**config.mk**
```make
export PLATFORM = sky130hd
export DESIGN_NAME = boot_loader_flat
export DESIGN_NICKNAME = d
export VERILOG_FILES = /design/src/rtl/boot_if.sv /design/src/rtl/boot_loader.sv /design/src/flat_wrapper.sv
export SDC_FILE = /design/constraint.sdc
export NUM_CORES = 1
export LEC_CHECK = 0
export CAP_MARGIN = 20
export CORE_MARGIN = 4
export CORE_UTILIZATION = 39
export DETAILED_ROUTE_END_ITERATION = 10
export PLACE_DENSITY_LB_ADDON = 0.08
export SYNTH_ARGS = -nofsm -noshare
export SYNTH_HDL_FRONTEND = slang
export SYNTH_SLANG_ARGS = --single-unit
export TNS_END_PERCENT = 20
```
**constraint.sdc**
```tcl
create_clock -name clock -period 3.26 [get_ports clock]
set_clock_uncertainty 0.05 [all_clocks]
set_input_delay 0.652 -clock clock [delete_from_list [all_inputs] [get_ports clock]]
set_output_delay 0.652 -clock clock [all_outputs]
set_load 0.02 [all_outputs]
```
**src/rtl/boot_if.sv**
```systemverilog
// Loader-side bus: host byte stream in, memory write port and CPU control out.
interface boot_if;
    logic [7:0]  rx_data;
    logic        rx_valid;
    logic        rx_ready;
    logic [31:0] mem_addr;
    logic [31:0] mem_wdata;
    logic        mem_wr;
    logic        cpu_reset_n;
    logic        done;
    logic        error;

    modport master (
        output rx_data, rx_valid,
        input  rx_ready, mem_addr, mem_wdata, mem_wr, cpu_reset_n, done, error
    );

    modport slave (
        input  rx_data, rx_valid,
        output rx_ready, mem_addr, mem_wdata, mem_wr, cpu_reset_n, done, error
    );
endinterface

```
**src/rtl/boot_loader.sv**
```systemverilog
// Byte-stream program loader for the multicycle MIPS memory; holds the CPU in reset until loaded.
// Optional checksum byte and accumulator enabled by defining BOOT_CHECKSUM_EN.
//
// state   | meaning
// S_LEN   | collecting the 4-byte little-endian word count
// S_DATA  | collecting the 4 bytes of the current payload word
// S_WRITE | one-cycle memory write of the assembled word
// S_CHK   | waiting for the checksum byte
// S_RUN   | image accepted, CPU released (terminal)
// S_ERR   | length or checksum failure, CPU held (terminal)
module boot_loader #(
    parameter logic [31:0] BASE_ADDR = 32'h0000_0000,
    parameter int          MAX_WORDS = 64
) (
    input  logic   clock,
    input  logic   reset,
    boot_if.slave  bus
);

    typedef enum logic [2:0] {
        S_LEN   = 3'd0,
        S_DATA  = 3'd1,
        S_WRITE = 3'd2,
        S_CHK   = 3'd3,
        S_RUN   = 3'd4,
        S_ERR   = 3'd5
    } state_t;

    state_t      state;
    logic [1:0]  byte_cnt;
    logic [31:0] len;
    logic [31:0] word_buf;
    logic [31:0] idx;
    logic        rx_ready;
    logic        mem_wr;
    logic [31:0] mem_addr;
    logic [31:0] mem_wdata;
    logic        cpu_reset_n;
    logic        done;
    logic        error;
`ifdef BOOT_CHECKSUM_EN
    logic [7:0]  csum;
`endif

    logic        xfer;
    logic [31:0] len_full;
    logic [31:0] word_full;
    logic [31:0] idx_next;

    // rx_ready is a register, so the handshake never sees a comb path from rx_* to outputs.
    assign xfer      = bus.rx_valid && rx_ready;
    assign len_full  = {bus.rx_data, len[31:8]};
    assign word_full = {bus.rx_data, word_buf[31:8]};
    assign idx_next  = idx + 32'd1;

    always_ff @(posedge clock or negedge reset) begin
        if (!reset) begin
            state       <= S_LEN;
            byte_cnt    <= 2'd0;
            len         <= 32'd0;
            word_buf    <= 32'd0;
            idx         <= 32'd0;
            rx_ready    <= 1'b1;
            mem_wr      <= 1'b0;
            mem_addr    <= 32'd0;
            mem_wdata   <= 32'd0;
            cpu_reset_n <= 1'b0;
            done        <= 1'b0;
            error       <= 1'b0;
`ifdef BOOT_CHECKSUM_EN
            csum        <= 8'd0;
`endif
        end else begin
            mem_wr <= 1'b0;
            case (state)
                S_LEN: begin
                    if (xfer) begin
                        len      <= len_full;
                        byte_cnt <= byte_cnt + 2'd1;
`ifdef BOOT_CHECKSUM_EN
                        csum     <= csum + bus.rx_data;
`endif
                        if (byte_cnt == 2'd3) begin
                            if (len_full > 32'(MAX_WORDS)) begin
                                state    <= S_ERR;
                                rx_ready <= 1'b0;
                                error    <= 1'b1;
                            end else if (len_full == 32'd0) begin
`ifdef BOOT_CHECKSUM_EN
                                state       <= S_CHK;
`else
                                state       <= S_RUN;
                                rx_ready    <= 1'b0;
                                cpu_reset_n <= 1'b1;
                                done        <= 1'b1;
`endif
                            end else begin
                                state <= S_DATA;
                                idx   <= 32'd0;
                            end
                        end
                    end
                end

                S_DATA: begin
                    if (xfer) begin
                        word_buf <= word_full;
                        byte_cnt <= byte_cnt + 2'd1;
`ifdef BOOT_CHECKSUM_EN
                        csum     <= csum + bus.rx_data;
`endif
                        if (byte_cnt == 2'd3) begin
                            state     <= S_WRITE;
                            rx_ready  <= 1'b0;
                            mem_wr    <= 1'b1;
                            mem_addr  <= BASE_ADDR + {idx[29:0], 2'b00};
                            mem_wdata <= word_full;
                        end
                    end
                end

                S_WRITE: begin
                    idx <= idx_next;
                    if (idx_next == len) begin
`ifdef BOOT_CHECKSUM_EN
                        state    <= S_CHK;
                        rx_ready <= 1'b1;
`else
                        state       <= S_RUN;
                        cpu_reset_n <= 1'b1;
                        done        <= 1'b1;
`endif
                    end else begin
                        state    <= S_DATA;
                        rx_ready <= 1'b1;
                    end
                end

`ifdef BOOT_CHECKSUM_EN
                S_CHK: begin
                    if (xfer) begin
                        rx_ready <= 1'b0;
                        if (bus.rx_data == csum) begin
                            state       <= S_RUN;
                            cpu_reset_n <= 1'b1;
                            done        <= 1'b1;
                        end else begin
                            state <= S_ERR;
                            error <= 1'b1;
                        end
                    end
                end
`endif

                S_RUN, S_ERR: begin
                end

                default: begin
                    state       <= S_ERR;
                    rx_ready    <= 1'b0;
                    cpu_reset_n <= 1'b0;
                    error       <= 1'b1;
                end
            endcase
        end
    end

    assign bus.rx_ready    = rx_ready;
    assign bus.mem_wr      = mem_wr;
    assign bus.mem_addr    = mem_addr;
    assign bus.mem_wdata   = mem_wdata;
    assign bus.cpu_reset_n = cpu_reset_n;
    assign bus.done        = done;
    assign bus.error       = error;

endmodule

```
**src/flat_wrapper.sv**
```systemverilog
// flat-port wrapper written by rule: the top's interface ports become plain ports
module boot_loader_flat 
#(
    parameter logic [31:0] BASE_ADDR = 32'h0000_0000,
    parameter int          MAX_WORDS = 64
)
  (clock, reset, bus_rx_data, bus_rx_valid, bus_rx_ready, bus_mem_addr, bus_mem_wdata, bus_mem_wr, bus_cpu_reset_n, bus_done, bus_error);
  boot_if bus_i ();
  input  logic clock;
  input  logic reset;
  input wire logic [$bits(bus_i.rx_data)-1:0] bus_rx_data;
  input wire logic [$bits(bus_i.rx_valid)-1:0] bus_rx_valid;
  output wire logic [$bits(bus_i.rx_ready)-1:0] bus_rx_ready;
  output wire logic [$bits(bus_i.mem_addr)-1:0] bus_mem_addr;
  output wire logic [$bits(bus_i.mem_wdata)-1:0] bus_mem_wdata;
  output wire logic [$bits(bus_i.mem_wr)-1:0] bus_mem_wr;
  output wire logic [$bits(bus_i.cpu_reset_n)-1:0] bus_cpu_reset_n;
  output wire logic [$bits(bus_i.done)-1:0] bus_done;
  output wire logic [$bits(bus_i.error)-1:0] bus_error;
  assign bus_i.rx_data = bus_rx_data;
  assign bus_i.rx_valid = bus_rx_valid;
  assign bus_rx_ready = bus_i.rx_ready;
  assign bus_mem_addr = bus_i.mem_addr;
  assign bus_mem_wdata = bus_i.mem_wdata;
  assign bus_mem_wr = bus_i.mem_wr;
  assign bus_cpu_reset_n = bus_i.cpu_reset_n;
  assign bus_done = bus_i.done;
  assign bus_error = bus_i.error;
  boot_loader #(.BASE_ADDR(BASE_ADDR), .MAX_WORDS(MAX_WORDS)) u_core (.clock(clock), .reset(reset), .bus(bus_i));
endmodule
```
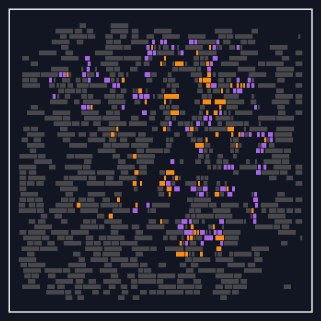
(run_1/gate_families.png)
Drawn at 2 px/um.
Key: purple = inverting AOI/OAI gates [cells 97, most used o21ai_0]; orange = NOR gates [cells 72, most used nor2_1]
Comb area share: 0.3838
Top cell excl fill/tap: dfrtp_1
Layout Cells excl Fill: 1036

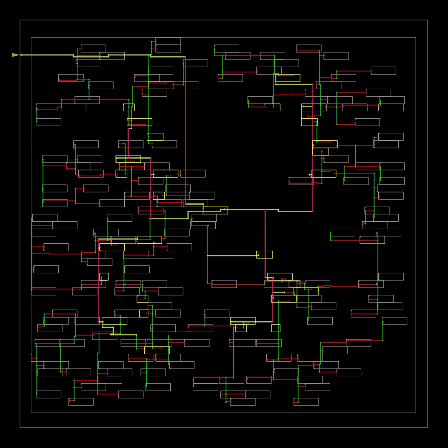
(run_1/final_clocks.png)
Sink Count: 160
Seq cells: 160

==> run_results.csv, run 1 <==
group,metric,value,unit
floorplanning,chipWidth,150.6,um
timing,period_used_share,0.9278,
critical_path,critPathCapture,"u_core.state[2]",
layout,final_cell_mix,"159 x dfrtp_1, 119 x mux2_2, 76 x clkdlybuf4s50_1, 43 x o21ai_0, 41 x nand2_1",
critical_path,worstSetupPathType,"flop to flop",
placement,gp_congestion,0.8758,
power,pwr-share-seq,0.488,
clock_network,ctsLongestPathBuffers,2,
power,leakage,4.275,nW
routing,first_pass_iters,5,
critical_path,crit_cells,8,
clock_network,htree_levels,4,
timing,holdWs,0.03325,ns
timing,layout_setup_ws,0.2354,ns
critical_path,timing.critical_path.from_type,"flop",
placement,place_inst,1004,
synthesis,synth_cells,692,
power,p_int,3.046,mW
global_route,antenna_found_initial,0,
clock_network,path_clk_slew,0.08,ns
placement,dp_hpwl,14.49,mm
synthesis,mux_share,0.1714,
synthesis,ys_area,0.007934,mm^2
power,combPwrFrac,0.017,
critical_path,r2r_slack,0.24,ns
layout,num-nets-final,771,
power,power.switching,1.018,mW
critical_path,rr_worst_depth,8,
routing,post_drt_wl_per_cell,19.41,um
timing,hold_viol,0,
critical_path,crit_buf_inv,0,
floorplanning,rows,51,
global_route,grt_pass1_vias,5803,
timing,finalSetupViolCount,0,
clock_network,cts_made_buffers,17,
timing,max_freq,330.6,MHz
layout,fillers,1802,
routing,drt_wl_total,20.11,mm
synthesis,yosys.area_share.aoi,0.08816,
synthesis,edf_count,0,
synthesis,synthXorXnorAreaFrac,0.05630,
routing,drtIter0Drc,397,
layout,areaGrowthSynthToFinish,21.26,%
synthesis,yosysTopAreaCellShare,0.5015,
synthesis,ys_types,62,
critical_path,cp_slowest_stage_delay,0.63,ns
routing,maxUsedRoutingLayer,"met4",
power,peakVddDrop,0.0003592,V
critical_path,worstPathArrival,3.31,ns
routing,drc_errors,0,
critical_path,cp-startpoint,"u_core.idx[0]",
global_route,grt_first_pass_wirelength,33.18,mm
clock_network,cts_resized,0,
floorplanning,io_pins,80,
critical_path,crit_fanout,9,
synthesis,top_logic_kind,"multiplexers",
power,p_per_area,422.3,mW/mm^2
placement,portBuffers,77,
power,p_total,4.063,mW
synthesis,adder_share,0.003154,
layout,final_util,0.4879,
status,status,"finished, final reports clean",
critical_path,cp.required,3.55,ns
critical_path,cp_cell_sequence,"ha_2, nand3_4, or4_4, nor3_4, xnor2_1, nor4_2, nand3_1, o31ai_2",
layout,comb_area,0.003692,mm^2
routing,dr_wl_met2,9.078,mm
global_route,grt_max_degree,63,
floorplanning,chip_area,0.02269,mm^2
critical_path,r2r_end,"u_core.state[2]",
placement,pre_cts_slack,0.1585,ns
synthesis,ys_ff,160,
timing,finalMaxSlewViolations,0,
critical_path,rr_startpoint,"u_core.idx[0]",
clock_network,ctsHoldBuffers,0,
layout,diodes,0,
global_route,grt_overflow,0,
synthesis,ff_type,"dfrtp_1",
routing,vias_per_cell,5.506,
clock_network,root_buffer,"clkbuf_16",
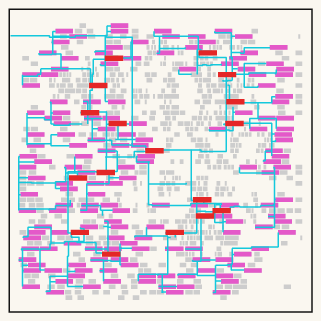
(run_1/clock_map.png)
Drawn at 2 px/um.
Key: cyan = clock wires [length 2090 um]; red = cells driving clock nets [count 17]; magenta = flip-flops [count 160]
Position of the flops: spread over the die.
clock share of power: 0.495
clock latency on the worst-skew pair: 0.43 ns
P_clk: 2.01 mW

run 1: cells in the mapped netlist (all sizes together) (14+ instances only):
library cell and instances:
buf 23, clkbuf 28, dfrtp 159, mux2 119
nand2 41, nand3 19, nand4 22, nor2 34
nor3 14, nor4 19, o21ai 43, xnor2 28
xor2 23
run 1: metal layers:
layer,up-vias,GRT usage
li1,2666,-
met1,2852,0.2806
met2,158,0.2799
met3,28,0.03281
met4,0,0.05304
met5,-,0
run 1: logic make-up (layout without fill, tap and decap cells):
kind of cell    count (synthesis)  count (layout)
compound gates                108             108
mux                           121             121
flops                         160             160
other cells                     1               2
fa+ha+maj                       2               2
simple gates                  192             192
buf+inv                        57             135
xor+xnor                       51              51
run 1: worst register-to-register path: stages (launching register included):
cell and delay [ns]:
dfrtp_1 0.51, ha_2 0.33, nand3_4 0.16, or4_4 0.63, nor3_4 0.20, xnor2_1 0.11, nor4_2 0.48, nand3_1 0.24
o31ai_2 0.23
run 1: registers in the layout, summed over array words and instances (netlist names):
| name | count |
|---|---|
| u_core.word_buf | 24 |
| u_core.bus.mem_addr | 30 |
| u_core.byte_cnt | 2 |
| u_core.bus.mem_wdata | 32 |
| u_core.bus.done | 1 |
| u_core.len | 32 |
| u_core.bus.cpu_reset_n | 1 |
| u_core.bus.error | 1 |
| u_core.bus.rx_ready | 1 |
| u_core.state | 3 |
| u_core.bus.mem_wr | 1 |
| u_core.idx | 32 |
run 1: worst min-delay path by stage:
stage / from / endpoint / slack [ns]
2_1_floorplan: reset / u_core.bus.cpu_reset_n / 0.31
6_report: reset / u_core.byte_cnt[1] / 0.03
5_1_grt: reset / u_core.byte_cnt[1] / 0.04
3_5_place_dp: u_core.byte_cnt[0] / u_core.byte_cnt[0] / 0.42
3_3_place_gp: u_core.byte_cnt[0] / u_core.byte_cnt[0] / 0.41
4_1_cts: reset / u_core.bus.mem_addr[30] / 0.03
run 1: power by group through the flow:
stage	logic (mW)	clock network [mW]	registers [mW]
6_report	0.0679	2.01	1.98
5_1_grt	0.0797	2.16	1.98
4_1_cts	0.0721	2.07	1.98
3_5_place_dp	0.0721	0	2.02
3_3_place_gp	0.0702	0	2.02
2_1_floorplan	0.00566	0	2.02
run 1: stage by stage:
| stage | cell area (um^2) | TNS (ns) |
|---|---|---|
| final | 9620 | 0 |
| after global routing | 9620 | -0.002397 |
| after CTS | 9605 | 0 |
| after detailed placement | 8996 | 0 |
| after global placement | 8996 | 0 |
| after floorplan | 7938 | 0 |
run 1: layout make-up:
cell class              count  area share
flip-flops and latches    160      0.4163
multi-input cells         476      0.3838
repair buffers             97     0.09975
clock buffers              17     0.04422
well taps                 265     0.03446
clock inverters            15     0.01912
inverters                   6    0.002341
==> inputs of run 2 (changes only) <==
CTS_CLUSTER_SIZE = 24   (was not set)
GPL_TIMING_DRIVEN = 0   (was not set)
TNS_END_PERCENT = 30   (was 20)
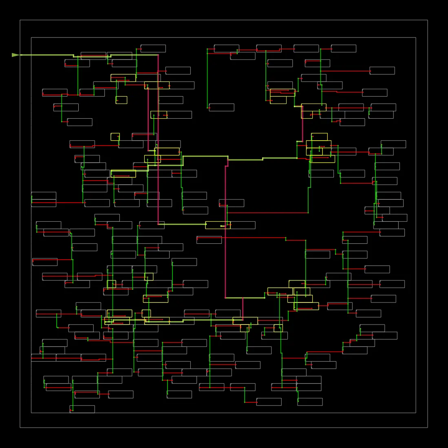
(run_2/final_clocks.png)
P_clk: 2.02 mW
Num CTS Buffers: 17
clock buffers: 17

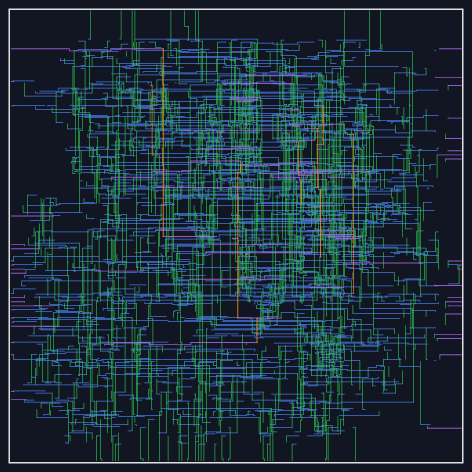
(run_2/metal_stack.png)
Drawn at 3 px/um.
Key: green = met2 [wire length 9470 um]; blue = met1 [wire length 10700 um]; purple = met3 [wire length 963 um]; orange = met4 [wire length 272 um]
GRT Resource Usage Total: 0.1976
mean routed wirelength per cell: 19.98 um
via count: 5874

==> run_results.csv, run 2 <==
group,metric,value,unit
synthesis,synthTopCellsByCount,"159 x dfrtp_1, 119 x mux2_2, 43 x o21ai_0",
layout,fin_area,0.009708,mm^2
floorplanning,fp.dieH,150.6,um
global_route,grt_overflow,0,
status,status,"finished, final reports clean",
power,clkPwrFrac,0.497,
synthesis,post-synth-top-count-cell,"dfrtp_1",
critical_path,timing.critical_path.from_type,"input port",
critical_path,worstPathArrival,3.26,ns
global_route,grt_first_pass_wirelength,34.64,mm
synthesis,ys_area,0.007934,mm^2
layout,top_regs,"u_core.bus.mem_wdata x32, u_core.idx x32, u_core.len x32",
placement,place_inst,1037,
timing,slew_headroom,0.3366,
layout,fillers,1789,
layout,areaGrowthSynthToFinish,22.36,%
layout,final_cell_mix,"159 x dfrtp_1, 119 x mux2_2, 76 x clkdlybuf4s50_1, 43 x o21ai_0, 41 x nand2_1",
floorplanning,core_region_area,0.01972,mm^2
hold_path,min_path_type,"input port to asynchronous set/reset pin",
clock_network,path_clk_slew,0.07,ns
floorplanning,rows,51,
routing,vias_per_cell,5.495,
timing,finalMaxSlewViolations,0,
synthesis,synth_seq_share,0.5048,
power,combPwrFrac,0.016,
placement,dp_hpwl,15.24,mm
floorplanning,chipWidth,150.6,um
synthesis,avgSynthCellArea,11.47,um^2
timing,max_freq,333.5,MHz
clock_network,htree_levels,4,
routing,drt_wl_total,21.36,mm
layout,layout-drive-gt1-share,0.2463,
timing,period_used_share,0.9198,
layout,num-nets-final,804,
power,power.switching,1.030,mW
synthesis,ff_type,"dfrtp_1",
clock_network,root_buffer,"clkbuf_16",
synthesis,yosys_cells,692,
global_route,antenna_found_initial,0,
clock_network,ctsHoldBuffers,0,
timing,finalSetupViolCount,0,
floorplanning,fp_util,0.4024,
power,pwr-share-seq,0.487,
job,maxCapViolCount,0,
critical_path,end_kind,"flop",
synthesis,topCellsByArea,"dfrtp_1 50%, mux2_2 17%, xnor2_1 3.1%, o21ai_0 2.7%, xor2_1 2.5%",
synthesis,synth_async_sr_flop_share,1.000,
synthesis,ys.warnings.count,0,
synthesis,edf_count,0,
job,tool_warnings,28,
synthesis,ys_types,62,
power,leakage,4.314,nW
timing,worstMarginPinSlew,0.9700,ns
critical_path,crit_fanout,10,
floorplanning,chip_area,0.02269,mm^2
power,p_int,3.044,mW
routing,drtIter0Drc,457,
clock_network,worstSkewPairLatency,0.43,ns
routing,first_pass_iters,5,
synthesis,ys_ff,160,
layout,diodes,0,
clock_network,ctsLongestPathBuffers,2,
power,sw_frac_of_total,0.2528,
power,p_per_area,419.6,mW/mm^2
global_route,grt_max_degree,108,
clock_network,tritoncts,"yes",
floorplanning,io_pins,80,
timing,rsz0062_at_grt,"no",
timing,hold_viol,0,
synthesis,synth_cells,692,
critical_path,cp.required,3.52,ns
timing,post-route-min-period,2.998,ns
clock_network,post-cts-setup-buffers,0,
critical_path,worstSetupPathType,"input port to flop",
routing,final_antenna_net_count,0,
power,peakVddDrop,0.0004123,V
routing,drc_errors,0,
synthesis,syn_area,0.007934,mm^2
placement,gp_congestion,0.9527,
placement,place_area,0.009077,mm^2
placement,portBuffers,77,
global_route,grt_pass1_vias,5932,
clock_network,cts_sinks,160,
synthesis,yosysTopAreaCellShare,0.5015,
layout,layout_top_cell,"dfrtp_1",
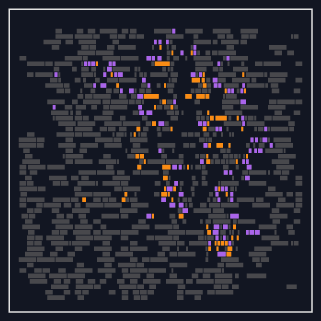
(run_2/gate_families.png)
Drawn at 2 px/um.
Key: orange = NOR gates [cells 72, most used nor2_1]; purple = inverting AOI/OAI gates [cells 97, most used o21ai_0]
Layout Cells excl Fill: 1069
Comb area share: 0.3793

[run 2: cell counts after synthesis]
Identical to the previous run, type by type.
[run 2: cell type report]
class | instances | area (um^2) | area share
flip-flops and latches | 160 | 4005 | 0.4126
multi-input cells | 476 | 3682 | 0.3793
repair buffers | 79 | 808.3 | 0.08326
clock buffers | 17 | 425.4 | 0.04382
well taps | 265 | 331.6 | 0.03415
plain buffers | 51 | 244.0 | 0.02513
clock inverters | 15 | 188.9 | 0.01946
inverters | 6 | 22.52 | 0.002320
[run 2: worst max-delay path, stage by stage]
cell,delay [ns]
clkdlybuf4s50_1,0.49
nand3_1,0.13
inv_1,0.09
nand2_1,0.11
nor3b_1,0.20
clkbuf_1,0.59
clkbuf_1,0.58
mux2_2,0.40
[run 2: cells by family (layout without fill, tap and decap cells)]
group	Yosys count	count (layout)	synth area share
fa+ha+maj	2	2	0.003154
simple gates	192	192	0.1421
mux	121	121	0.1714
other cells	1	2	0.0004727
xor+xnor	51	51	0.05630
flops	160	160	0.5048
buf+inv	57	168	0.03359
compound gates	108	108	0.08816
[run 2: power groups by stage]
stage	Clock [mW]	Combinational [mW]	Sequential [mW]
final	2.02	0.0666	1.98
after global routing	2.16	0.0775	1.98
after CTS	2.07	0.0708	1.98
after detailed placement	0	0.0707	2.02
after global placement	0	0.0641	2.02
after floorplan	0	0.00566	2.02
[run 2: repair_timing]
item / in CTS / in global routing
pin swaps: 0 / 1
setup endpoints to repair: 2 / 5
cloned: 0 / 0
gates resized: 1 / 2
[run 2: path summary, 6_finish.rpt]
kind	end	slack [ns]	from	cells after the start
max	u_core.bus.mem_wdata[25]	0.26	bus_rx_valid	8
min	u_core.bus.mem_addr[30]	0.07	reset	1
max reg2reg	u_core.bus.cpu_reset_n	0.30	u_core.idx[1]	8
min reg2reg	u_core.bus.error	0.42	u_core.bus.error	1
max in group asynchronous	u_core.idx[5]	2.21	reset	2
min in group clock	u_core.bus.error	0.42	u_core.bus.error	1
[run 2: metrics by stage]
| step | setup slack, ns | util | total power [mW] | hold slack, ns | setup TNS (ns) |
|---|---|---|---|---|---|
| 6_report | 0.2616 | 0.4924 | 4.074 | 0.07439 | 0 |
| 5_1_grt | 0.04180 | 0.4924 | 4.221 | 0.09595 | 0 |
| 4_1_cts | 0.1011 | 0.4920 | 4.120 | 0.08812 | 0 |
| 3_5_place_dp | -0.3081 | 0.4604 | 2.093 | 0.4106 | -13.95 |
| 3_3_place_gp | -4.968 | 0.4585 | 2.088 | 0.4045 | -801.07 |
| 2_1_floorplan | 0.7330 | - | 2.028 | 0.3064 | 0 |
[run 2: layer usage]
layer  vias to the layer above  wire length [um]  track usage
li1                       2736                 -            -
met1                      2967             10660       0.3015
met2                       150              9465       0.2918
met3                        21               963      0.03552
met4                         0               272      0.04760
met5                         -                 0            0
==> inputs of run 3 (changes only) <==
CORE_UTILIZATION = 45   (was 39)
SLEW_MARGIN = 20   (was not set)
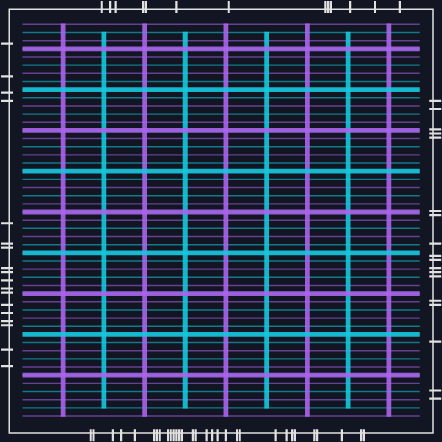
(run_3/pdn.png)
Drawn at 3 px/um. Pins as bars on the die edge.
Key: purple = VSS; cyan = VDD
49 met1 rails follow the rows. The core has 48 rows. 9 straps on met5.
Max IR drop VDD: 0.0003599 V
Die Span X: 140.8 um
core area: 0.01730 mm^2

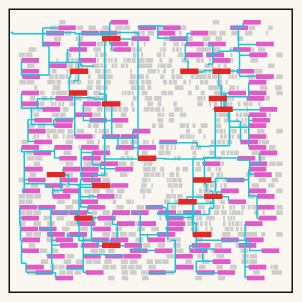
(run_3/clock_map.png)
Drawn at 2 px/um.
Key: magenta = flip-flops [count 160]; red = cells driving clock nets [count 17]; cyan = clock wires [length 2110 um]
There are 18 routed clock nets. Position of the flops: spread over the die.
clock share of power: 0.487
P_clk: 1.95 mW

==> run_results.csv, run 3 <==
group,metric,value,unit
status,status,"finished, final reports clean",
critical_path,cp.required,3.56,ns
synthesis,synth_cells,692,
synthesis,yosys_cells,692,
power,sw_frac_of_total,0.2450,
synthesis,edf_count,0,
timing,max_freq,329.9,MHz
hold_path,min_path_type,"input port to asynchronous set/reset pin",
placement,gp_congestion,0.8955,
layout,final_cell_mix,"159 x dfrtp_1, 119 x mux2_2, 76 x clkdlybuf4s50_1, 43 x o21ai_0, 41 x nand2_1",
floorplanning,io_pins,80,
global_route,grt_first_pass_wirelength,34.17,mm
critical_path,end_kind,"flop",
synthesis,synth_async_sr_flop_share,1.000,
floorplanning,rows,48,
global_route,grt_max_degree,98,
routing,drt_wl_total,21.46,mm
clock_network,ctsHoldBuffers,0,
power,combPwrFrac,0.017,
routing,vias_per_cell,5.857,
critical_path,worstPathArrival,3.33,ns
layout,diodes,0,
critical_path,crit_fanout,8,
synthesis,ys.warnings.count,0,
routing,drtIter0Drc,444,
placement,dp_hpwl,15.49,mm
layout,layout-drive-gt1-share,0.2466,
clock_network,worstSkewPairLatency,0.43,ns
timing,slew_headroom,0.3467,
layout,final_util,0.5562,
routing,post_drt_wl_per_cell,20.87,um
power,pwr-share-seq,0.496,
clock_network,path_clk_slew,0.07,ns
synthesis,ys_ff,160,
critical_path,timing.critical_path.from_type,"flop",
synthesis,post-synth-top-count-cell,"dfrtp_1",
power,power.switching,979.3,uW
timing,post-route-min-period,3.031,ns
job,maxCapViolCount,0,
layout,fin_area,0.009620,mm^2
job,tool_warnings,26,
synthesis,synth_seq_share,0.5048,
synthesis,topCellsByArea,"dfrtp_1 50%, mux2_2 17%, xnor2_1 3.1%, o21ai_0 2.7%, xor2_1 2.5%",
synthesis,yosysTopAreaCellShare,0.5015,
power,p_per_area,415.4,mW/mm^2
timing,rsz0062_at_grt,"no",
synthesis,synthTopCellsByCount,"159 x dfrtp_1, 119 x mux2_2, 43 x o21ai_0",
clock_network,tritoncts,"yes",
routing,drc_errors,0,
clock_network,cts_sinks,160,
placement,portBuffers,77,
timing,period_used_share,0.9298,
layout,top_regs,"u_core.bus.mem_wdata x32, u_core.idx x32, u_core.len x32",
global_route,grt_usage,0.2214,
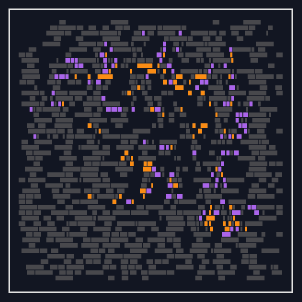
(run_3/gate_families.png)
Drawn at 2 px/um.
Key: purple = inverting AOI/OAI gates [cells 97, most used o21ai_0]; orange = NOR gates [cells 72, most used nor2_1]
Layout Cells excl Fill: 1028
Comb area share: 0.3835

## run 3: cell counts after synthesis
No cell type changed its count.
## run 3: layout make-up
cell class | instances | area [um^2]
multi-input cells | 476 | 3690
clock inverters | 15 | 148.9
inverters | 6 | 22.52
flip-flops and latches | 160 | 4005
plain buffers | 51 | 244.0
clock buffers | 17 | 425.4
well taps | 225 | 281.5
repair buffers | 78 | 803.3
fillers | 1525 | 7676
## run 3: final timing paths
kind | from | to | slack (ns) | depth (start not counted)
max | u_core.idx[1] | u_core.state[2] | 0.23 | 8
min | reset | u_core.bus.mem_wdata[1] | 0.18 | 1
max reg2reg | u_core.idx[1] | u_core.state[2] | 0.23 | 8
min reg2reg | u_core.bus.error | u_core.bus.error | 0.43 | 1
max in group asynchronous | reset | u_core.bus.mem_addr[10] | 2.17 | 2
min in group clock | u_core.bus.error | u_core.bus.error | 0.43 | 1
## run 3: through the flow
step           std cells  setup slack (ns)  hold WS [ns]  TNS (ns)  power (mW)
6_report            1028            0.2289        0.1844         0       3.997
5_1_grt             1028          0.002602        0.2652         0       4.136
4_1_cts             1028           0.05172        0.2236         0       4.036
3_5_place_dp         996           -0.1819        0.4218    -7.457       2.092
3_3_place_gp         995            -4.834        0.4001   -777.02       2.087
2_1_floorplan        693            0.7330        0.3064         0       2.028
## run 3: metal layers
metal / GRT usage / wire length [um]
met1: 0.3363 / 10130
met2: 0.3213 / 9524
met3: 0.03290 / 1244
met4: 0.08159 / 556
met5: 0 / 0
## run 3: repair_timing
action | CTS | global route
endpoints found under the hold margin | 0 | 0
setup endpoints to repair | 4 | 4
pin swaps | 0 | 1
gates resized | 1 | 2
## run 3: power by group through the flow
stage / Clock (mW) / Combinational (mW) / Sequential (mW)
finish: 1.95 / 0.0666 / 1.98
global route: 2.08 / 0.0771 / 1.98
CTS: 1.98 / 0.0703 / 1.98
detailed placement: 0 / 0.0702 / 2.02
global placement: 0 / 0.0631 / 2.02
floorplan: 0 / 0.00566 / 2.02
## run 3: logic make-up (layout without fill, tap and decap cells)
kind of cell / count (synthesis) / in the layout / synth area share
buffers and inverters: 57 / 167 / 0.03359
other: 1 / 2 / 0.0004727
AND/OR/NAND/NOR: 192 / 192 / 0.1421
AND-OR/OR-AND: 108 / 108 / 0.08816
adder cells (fa/ha/maj): 2 / 2 / 0.003154
XOR/XNOR: 51 / 51 / 0.05630
flip-flops: 160 / 160 / 0.5048
multiplexers: 121 / 121 / 0.1714
## run 3: critical path, cell delays in order (launching register included)
cell and delay [ns]:
dfrtp_1 0.48, ha_2 0.32, nand3_4 0.16, or4_4 0.63, nor3_4 0.23, xnor2_1 0.17
nor4_4 0.41, nand3_1 0.24, o31ai_2 0.24
Power figures rest on the tool's default switching activity, not on a simulated workload.
